[config.mk]
export PLATFORM = sky130hd
export DESIGN_NAME = ir_scan_sched
export DESIGN_NICKNAME = d
export VERILOG_FILES = /design/src/rtl/ir_ctrl_pkg.sv /design/src/rtl/ir_duty_table.sv /design/src/rtl/ir_scan_sched.sv
export SDC_FILE = /design/constraint.sdc
export NUM_CORES = 1
export LEC_CHECK = 0
export CAP_MARGIN = 10
export CELL_PAD_IN_SITES_DETAIL_PLACEMENT = 2
export CELL_PAD_IN_SITES_GLOBAL_PLACEMENT = 2
export CORE_ASPECT_RATIO = 0.75
export CORE_MARGIN = 2
export CORE_UTILIZATION = 30
export DETAILED_ROUTE_END_ITERATION = 16
export PLACE_DENSITY_LB_ADDON = 0.1
export SYNTH_ARGS = -nofsm -noshare
export SYNTH_HDL_FRONTEND = slang
export SYNTH_HIERARCHICAL = 1
export SYNTH_SLANG_ARGS = --single-unit
[constraint.sdc]
create_clock -name clk -period 7.1 [get_ports clk]
set_input_delay 1.42 -clock clk [delete_from_list [all_inputs] [get_ports clk]]
set_output_delay 1.42 -clock clk [all_outputs]
set_load 0.01 [all_outputs]
[src/rtl/ir_ctrl_pkg.sv]
// Shared state encoding, sizing constants and helpers for the IR emitter scan scheduler.
package ir_ctrl_pkg;

    typedef enum logic [2:0] {
        IDLE    = 3'd0,
        LOAD    = 3'd1,
        SETTLE  = 3'd2,
        CONVERT = 3'd3,
        NEXT    = 3'd4
    } state_t;

    localparam int IR_NUM_CH = 32'd8;
    localparam int ADC_W     = 32'd12;

    localparam logic [7:0]       DUTY_RST     = 8'h80;
    localparam logic [ADC_W-1:0] ADC_ERR_CODE = {ADC_W{1'b1}};

    // Emitter select for up to 16 channels; callers truncate to their channel count.
    function automatic logic [15:0] ch_onehot(input logic [3:0] ch);
        ch_onehot = 16'h0001 << ch;
    endfunction

endpackage

[src/rtl/ir_duty_table.sv]
// Per-channel PWM duty register file: synchronous write, combinational read,
// asynchronous reset to the mid-scale default duty.
module ir_duty_table
    import ir_ctrl_pkg::*;
#(
    parameter int NUM_CH = IR_NUM_CH,
    localparam int CH_W  = $clog2(NUM_CH)
) (
    input  logic            clk,
    input  logic            rst,
    input  logic            wr_en,
    input  logic [CH_W-1:0] wr_addr,
    input  logic [7:0]      wr_data,
    input  logic [CH_W-1:0] rd_addr,
    output logic [7:0]      rd_data
);

    localparam logic [CH_W:0] NUM_CH_L = (CH_W + 1)'(NUM_CH);

    logic [7:0] duty_r [NUM_CH];
    logic [7:0] rd_data_s;

    // Duty storage; writes to indices beyond the channel count are dropped.
    always_ff @(posedge clk or posedge rst) begin
        if (rst) begin
            for (int i = 0; i < NUM_CH; i++) begin
                duty_r[i] <= DUTY_RST;
            end
        end else if (wr_en && ({1'b0, wr_addr} < NUM_CH_L)) begin
            duty_r[wr_addr] <= wr_data;
        end
    end

    // Read port; an out-of-range index returns the default duty.
    always_comb begin
        rd_data_s = DUTY_RST;
        if ({1'b0, rd_addr} < NUM_CH_L) begin
            rd_data_s = duty_r[rd_addr];
        end else begin
            rd_data_s = DUTY_RST;
        end
    end

    assign rd_data = rd_data_s;

endmodule

[src/rtl/ir_scan_sched.sv]
// IR emitter scan scheduler: walks every channel, loads its duty into the shared PWM,
// lights one emitter, waits for the photodiode to settle, then runs one ADC conversion.
module ir_scan_sched #(
    parameter int NUM_CH      = 32'd8,
    parameter int SETTLE_CYC  = 32'd4096,
    parameter int ACK_TIMEOUT = 32'd1024,
    parameter int ADC_W       = 32'd12,
    localparam int CH_W       = $clog2(NUM_CH)
) (
    input  logic              clk,
    input  logic              rst,
    input  logic              start,
    input  logic              duty_wr_en,
    input  logic [CH_W-1:0]   duty_wr_addr,
    input  logic [7:0]        duty_wr_data,
    output logic [7:0]        pwm_duty,
    output logic [NUM_CH-1:0] ir_en,
    output logic              adc_req,
    input  logic              adc_ack,
    input  logic [ADC_W-1:0]  adc_data,
    output logic              res_vld,
    output logic [CH_W-1:0]   res_ch,
    output logic [ADC_W-1:0]  res_data,
    output logic              res_err,
    output logic              busy,
    output logic              scan_done
);

    import ir_ctrl_pkg::*;

    // One counter serves both the settle wait and the ack timeout, so size it for the larger.
    localparam int CNT_MAX = (SETTLE_CYC > ACK_TIMEOUT) ? SETTLE_CYC : ACK_TIMEOUT;
    localparam int CNT_W   = $clog2(CNT_MAX + 1);

    localparam logic [CNT_W-1:0] SETTLE_LAST  = CNT_W'(SETTLE_CYC - 1);
    localparam logic [CNT_W-1:0] TIMEOUT_LAST = CNT_W'(ACK_TIMEOUT - 1);
    localparam logic [CH_W-1:0]  CH_LAST      = CH_W'(NUM_CH - 1);

    state_t              state_r;
    logic [CH_W-1:0]     ch_r;
    logic [CNT_W-1:0]    cnt_r;
    logic [7:0]          duty_rd_s;

    logic [7:0]          pwm_duty_r;
    logic [NUM_CH-1:0]   ir_en_r;
    logic                adc_req_r;
    logic                res_vld_r;
    logic [CH_W-1:0]     res_ch_r;
    logic [ADC_W-1:0]    res_data_r;
    logic                res_err_r;
    logic                busy_r;
    logic                scan_done_r;

    ir_duty_table #(
        .NUM_CH (NUM_CH)
    ) u_duty_table (
        .clk     (clk),
        .rst     (rst),
        .wr_en   (duty_wr_en),
        .wr_addr (duty_wr_addr),
        .wr_data (duty_wr_data),
        .rd_addr (ch_r),
        .rd_data (duty_rd_s)
    );

    // Scan sequencer: channel walk, shared settle/timeout count and every registered output.
    always_ff @(posedge clk or posedge rst) begin
        if (rst) begin
            state_r     <= IDLE;
            ch_r        <= '0;
            cnt_r       <= '0;
            pwm_duty_r  <= 8'h00;
            ir_en_r     <= '0;
            adc_req_r   <= 1'b0;
            res_vld_r   <= 1'b0;
            res_ch_r    <= '0;
            res_data_r  <= '0;
            res_err_r   <= 1'b0;
            busy_r      <= 1'b0;
            scan_done_r <= 1'b0;
        end else begin
            res_vld_r   <= 1'b0;
            scan_done_r <= 1'b0;
            case (state_r)
                IDLE: begin
                    if (start) begin
                        ch_r    <= '0;
                        busy_r  <= 1'b1;
                        state_r <= LOAD;
                    end
                end
                LOAD: begin
                    if (duty_rd_s == 8'h00) begin
                        res_vld_r  <= 1'b1;
                        res_ch_r   <= ch_r;
                        res_data_r <= '0;
                        res_err_r  <= 1'b0;
                        state_r    <= NEXT;
                    end else begin
                        pwm_duty_r <= duty_rd_s;
                        ir_en_r    <= NUM_CH'(ch_onehot(4'(ch_r)));
                        cnt_r      <= '0;
                        state_r    <= SETTLE;
                    end
                end
                SETTLE: begin
                    if (cnt_r == SETTLE_LAST) begin
                        cnt_r     <= '0;
                        adc_req_r <= 1'b1;
                        state_r   <= CONVERT;
                    end else begin
                        cnt_r <= cnt_r + CNT_W'(1'b1);
                    end
                end
                CONVERT: begin
                    // Ack is tested first so a conversion finishing on the expiry cycle is kept.
                    if (adc_ack) begin
                        res_vld_r  <= 1'b1;
                        res_ch_r   <= ch_r;
                        res_data_r <= adc_data;
                        res_err_r  <= 1'b0;
                        adc_req_r  <= 1'b0;
                        ir_en_r    <= '0;
                        state_r    <= NEXT;
                    end else if (cnt_r == TIMEOUT_LAST) begin
                        res_vld_r  <= 1'b1;
                        res_ch_r   <= ch_r;
                        res_data_r <= {ADC_W{1'b1}};
                        res_err_r  <= 1'b1;
                        adc_req_r  <= 1'b0;
                        ir_en_r    <= '0;
                        state_r    <= NEXT;
                    end else begin
                        cnt_r <= cnt_r + CNT_W'(1'b1);
                    end
                end
                NEXT: begin
                    if (ch_r == CH_LAST) begin
                        scan_done_r <= 1'b1;
                        busy_r      <= 1'b0;
                        state_r     <= IDLE;
                    end else begin
                        ch_r    <= ch_r + CH_W'(1'b1);
                        state_r <= LOAD;
                    end
                end
                default: begin
                    ir_en_r   <= '0;
                    adc_req_r <= 1'b0;
                    busy_r    <= 1'b0;
                    state_r   <= IDLE;
                end
            endcase
        end
    end

    assign pwm_duty  = pwm_duty_r;
    assign ir_en     = ir_en_r;
    assign adc_req   = adc_req_r;
    assign res_vld   = res_vld_r;
    assign res_ch    = res_ch_r;
    assign res_data  = res_data_r;
    assign res_err   = res_err_r;
    assign busy      = busy_r;
    assign scan_done = scan_done_r;

endmodule

Fig. 1: clock distribution
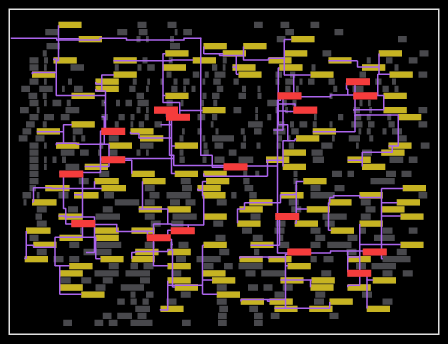
Key: yellow = flip-flops [count 119]; purple = clock wires [length 1870 um]; red = clock drivers [count 17]
There are 18 routed clock nets.
Worst-Skew Late Latency: 0.42 ns
clock power share: 31.9%

Fig. 2: gate families picked out
The bar under the picture is 50 um long.
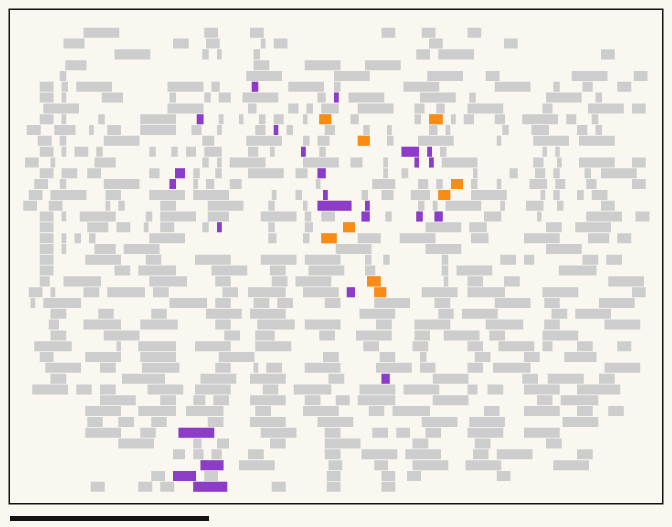
Key: purple = NOR gates [cells 25, most used nor2_1]; orange = AND-OR and OR-AND gates [cells 9, most used a22o_1]
final cell count without fillers: 753
most used logic cell in the final layout: dfrtp_1
logic share of the area: 35.4%

Fig. 3: track usage over the die
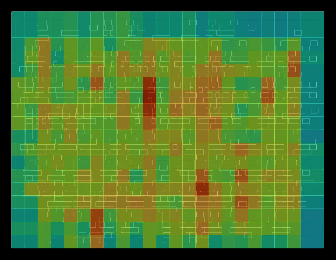
GRT Total Usage: 16.2%
GR peak layer: met2
Util after Layout: 38.5%

Fig. 4: placement density heat map
16 x 12 tiles, from dark blue (low) to red (high), 0 to 100% covered.
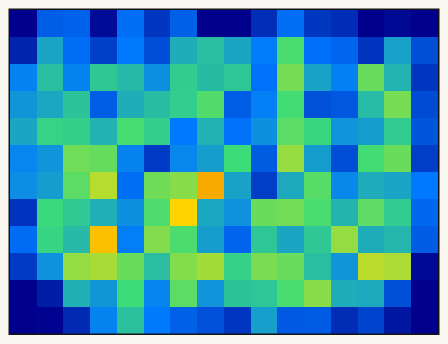
1.6% of the tiles are over 75% full. The mean over all tiles is 34%. 6.2% of the tiles are nearly empty. The fullest tile reaches 81%.
fp_density: 30.9%
core area: 18700 um^2

==> results_slide.txt <==
Physical Implementation Snapshot

Logic synthesis
  – Largest cells by area: dfrtp_1, mux2_2, mux4_1
  – Synth mux share: 26.4%
  – Syn_area_per_cell: 13.4 um^2
  – Area fraction in xor and xnor cells: 0%
  – Synth Warn #: 6
  – Seq share, synth: around half
  – Syn_nets: ~470
  – Post-Synth Simple-Gate Area: ~7.6%
  – Synth area leader: dfrtp_1
  – EDFF count, synth: 0
  – Count leader, synth: dfrtp_1
  – Logic family by area: multiplexers
  – Cell Type Count: between 50 and 60
  – Top post-synthesis cells by count: dfrtp_1, mux2_2, a21oi_1
  – Cell Area, Synth: between 5000 and 6000 um^2
  – Adder Area Share: between 1.5 and 2%
  – Post-synthesis instance total: between 400 and 500
  – Yosys stat area: slightly below 6000 um^2
  – Dominant flop cell: dfrtp_1
  – AO/OA Area Share: roughly 8.3%

Power and ir drop
  – Switching Fraction: approximately a third
  – Comb power frac: slightly above 30%
  – Switching power: roughly 850 uW
  – Cell Pwr Density: approximately 370 nW/um^2
  – Leak: 0.00300 uW
  – Register share of total power: a little under two fifths
  – Pwr top: sequential cells
  – Combinational power: 824 uW
  – Worst vdd rail ir drop: 174 uV
  – Internal power: 1830 uW
  – Seq pwr: approximately 1000 uW

Final timing
  – Setup total negative slack: 0 ns
  – Max_slew headroom: approximately 22%
  – Fin. max-slew vios: 0
  – Final hold violations: 0
  – RSZ-0062 raised after global routing: false
  – Final setup vio count: 0
  – Period utilization: between 50 and 60%
  – Fmax: roughly 0.24 GHz
  – Fin Clk Skew: 0.0126 ns

Worst setup path
  – Crit end category: register
  – Critical Path AT: around 4.4 ns
  – Crit-path cells: buf_4 -> mux4_1 -> mux2_2 -> nor4_1 -> nand3_1 -> a21oi_1 -> o21ai_0 -> o31ai_1
  – Max FO, Critical Path: 16
  – Critical path buffers and inverters: 1
  – Crit Path Class: reg -> reg
  – Worst Setup SP: ch_r[2]
  – Crit path launch type: register
  – Worst R2R End: ir_en[2]
  – Slowest stage delay, CP: 0.95 ns
  – R2R setup slack: 3.00 ns
  – CP Depth: 8
  – Worst setup path endpoint: ir_en[2]
  – Req. time, crit path: 7.41 ns

Routing
  – Final WL: 15200 um
  – Met3 wire length: 489 um
  – Met2 WL: around 7200 um
  – Number of routed nets with antenna violations: 0
  – DR WL/cell: 20.2 um
  – Drt pass-1 iters: 5
  – DR vias/cell: roughly 5.1

Finish
  – Invs w/o clock: 24
  – Post-route cell area: around 7000 um^2
  – #MultiIn Comb: approximately 260
  – Registers: about 120
  – Non-clk buf share: about a tenth
  – FF/Latch Area: approximately 3000 um^2
  – Fraction of layout cells with a size suffix above 1: roughly 30%
  – Max reg flops: approximately 64
  – Largest Register: u_duty_table/duty_r
  – Comb gate area: roughly 2500 um^2
  – Largest class: sequential cells
  – Antenna diodes: 0

Die
  – Row cnt: 43
  – Die area: between 20000 and 25000 um^2
  – IO Pins: roughly 64
  – Die Ht: about 120 um
  – Number of tapcells: around 250
  – Width of the die: 164 um

Min path
  – WHS Endpoint: u_duty_table/duty_r[11]
  – Min-Delay Startpoint: u_duty_table/duty_r[11]
  – Min-Delay Path Class: reg -> reg
  – WHS Path Cells: 1

Placed design
  – Dpl ws: 2.99 ns
  – Count of input and output buffers: around 63
  – RePlAce Congestion: 0.708

Global route
  – First-pass GRT wire length: 24600 um
  – Vias in the first global route: ~4300
  – Met2 Track Usage GR: a little over a quarter
  – Initial antenna violation count: 0
  – Pin count of the biggest net entering global routing: ~65
  – Remaining global-route overflow: 0

Flow run
  – Tool Warnings: 30

Status
  – Status: finished, final reports clean

CTS
  – CTS tree: done
  – Root Driver: clkbuf_16
  – Clock sinks: between 100 and 150
  – Total setup buffers inserted after CTS: 0
  – Clk pin slew, worst setup/hold paths: 0.06 ns
  – H-tree level count: 4
## cell usage in the layout, fill, tap and decap left out, types with 2 or more instances in the layout
master	count
inv_1	20
clkinv_2	2
nand3_1	12
nand2_1	16
nor4b_4	2
ha_1	7
or4_1	2
dfrtp_1	111
o32ai_1	2
clkbuf_8	2
nor3_1	4
and4_1	2
mux2_2	85
clkbuf_16	17
mux2_4	9
nor4bb_2	2
o21ai_0	20
nor4_1	4
o31ai_1	11
a22o_1	5
a31oi_1	2
nor2_1	9
inv_2	3
nand4b_1	3
clkdlybuf4s50_1	63
dfstp_2	8
clkbuf_1	2
or3_1	4
clkinvlp_4	6
buf_4	6
a21oi_1	23
and3_1	3
mux4_1	15
bufinv_16	2
Power figures rest on the tool's default switching activity, not on a simulated workload.
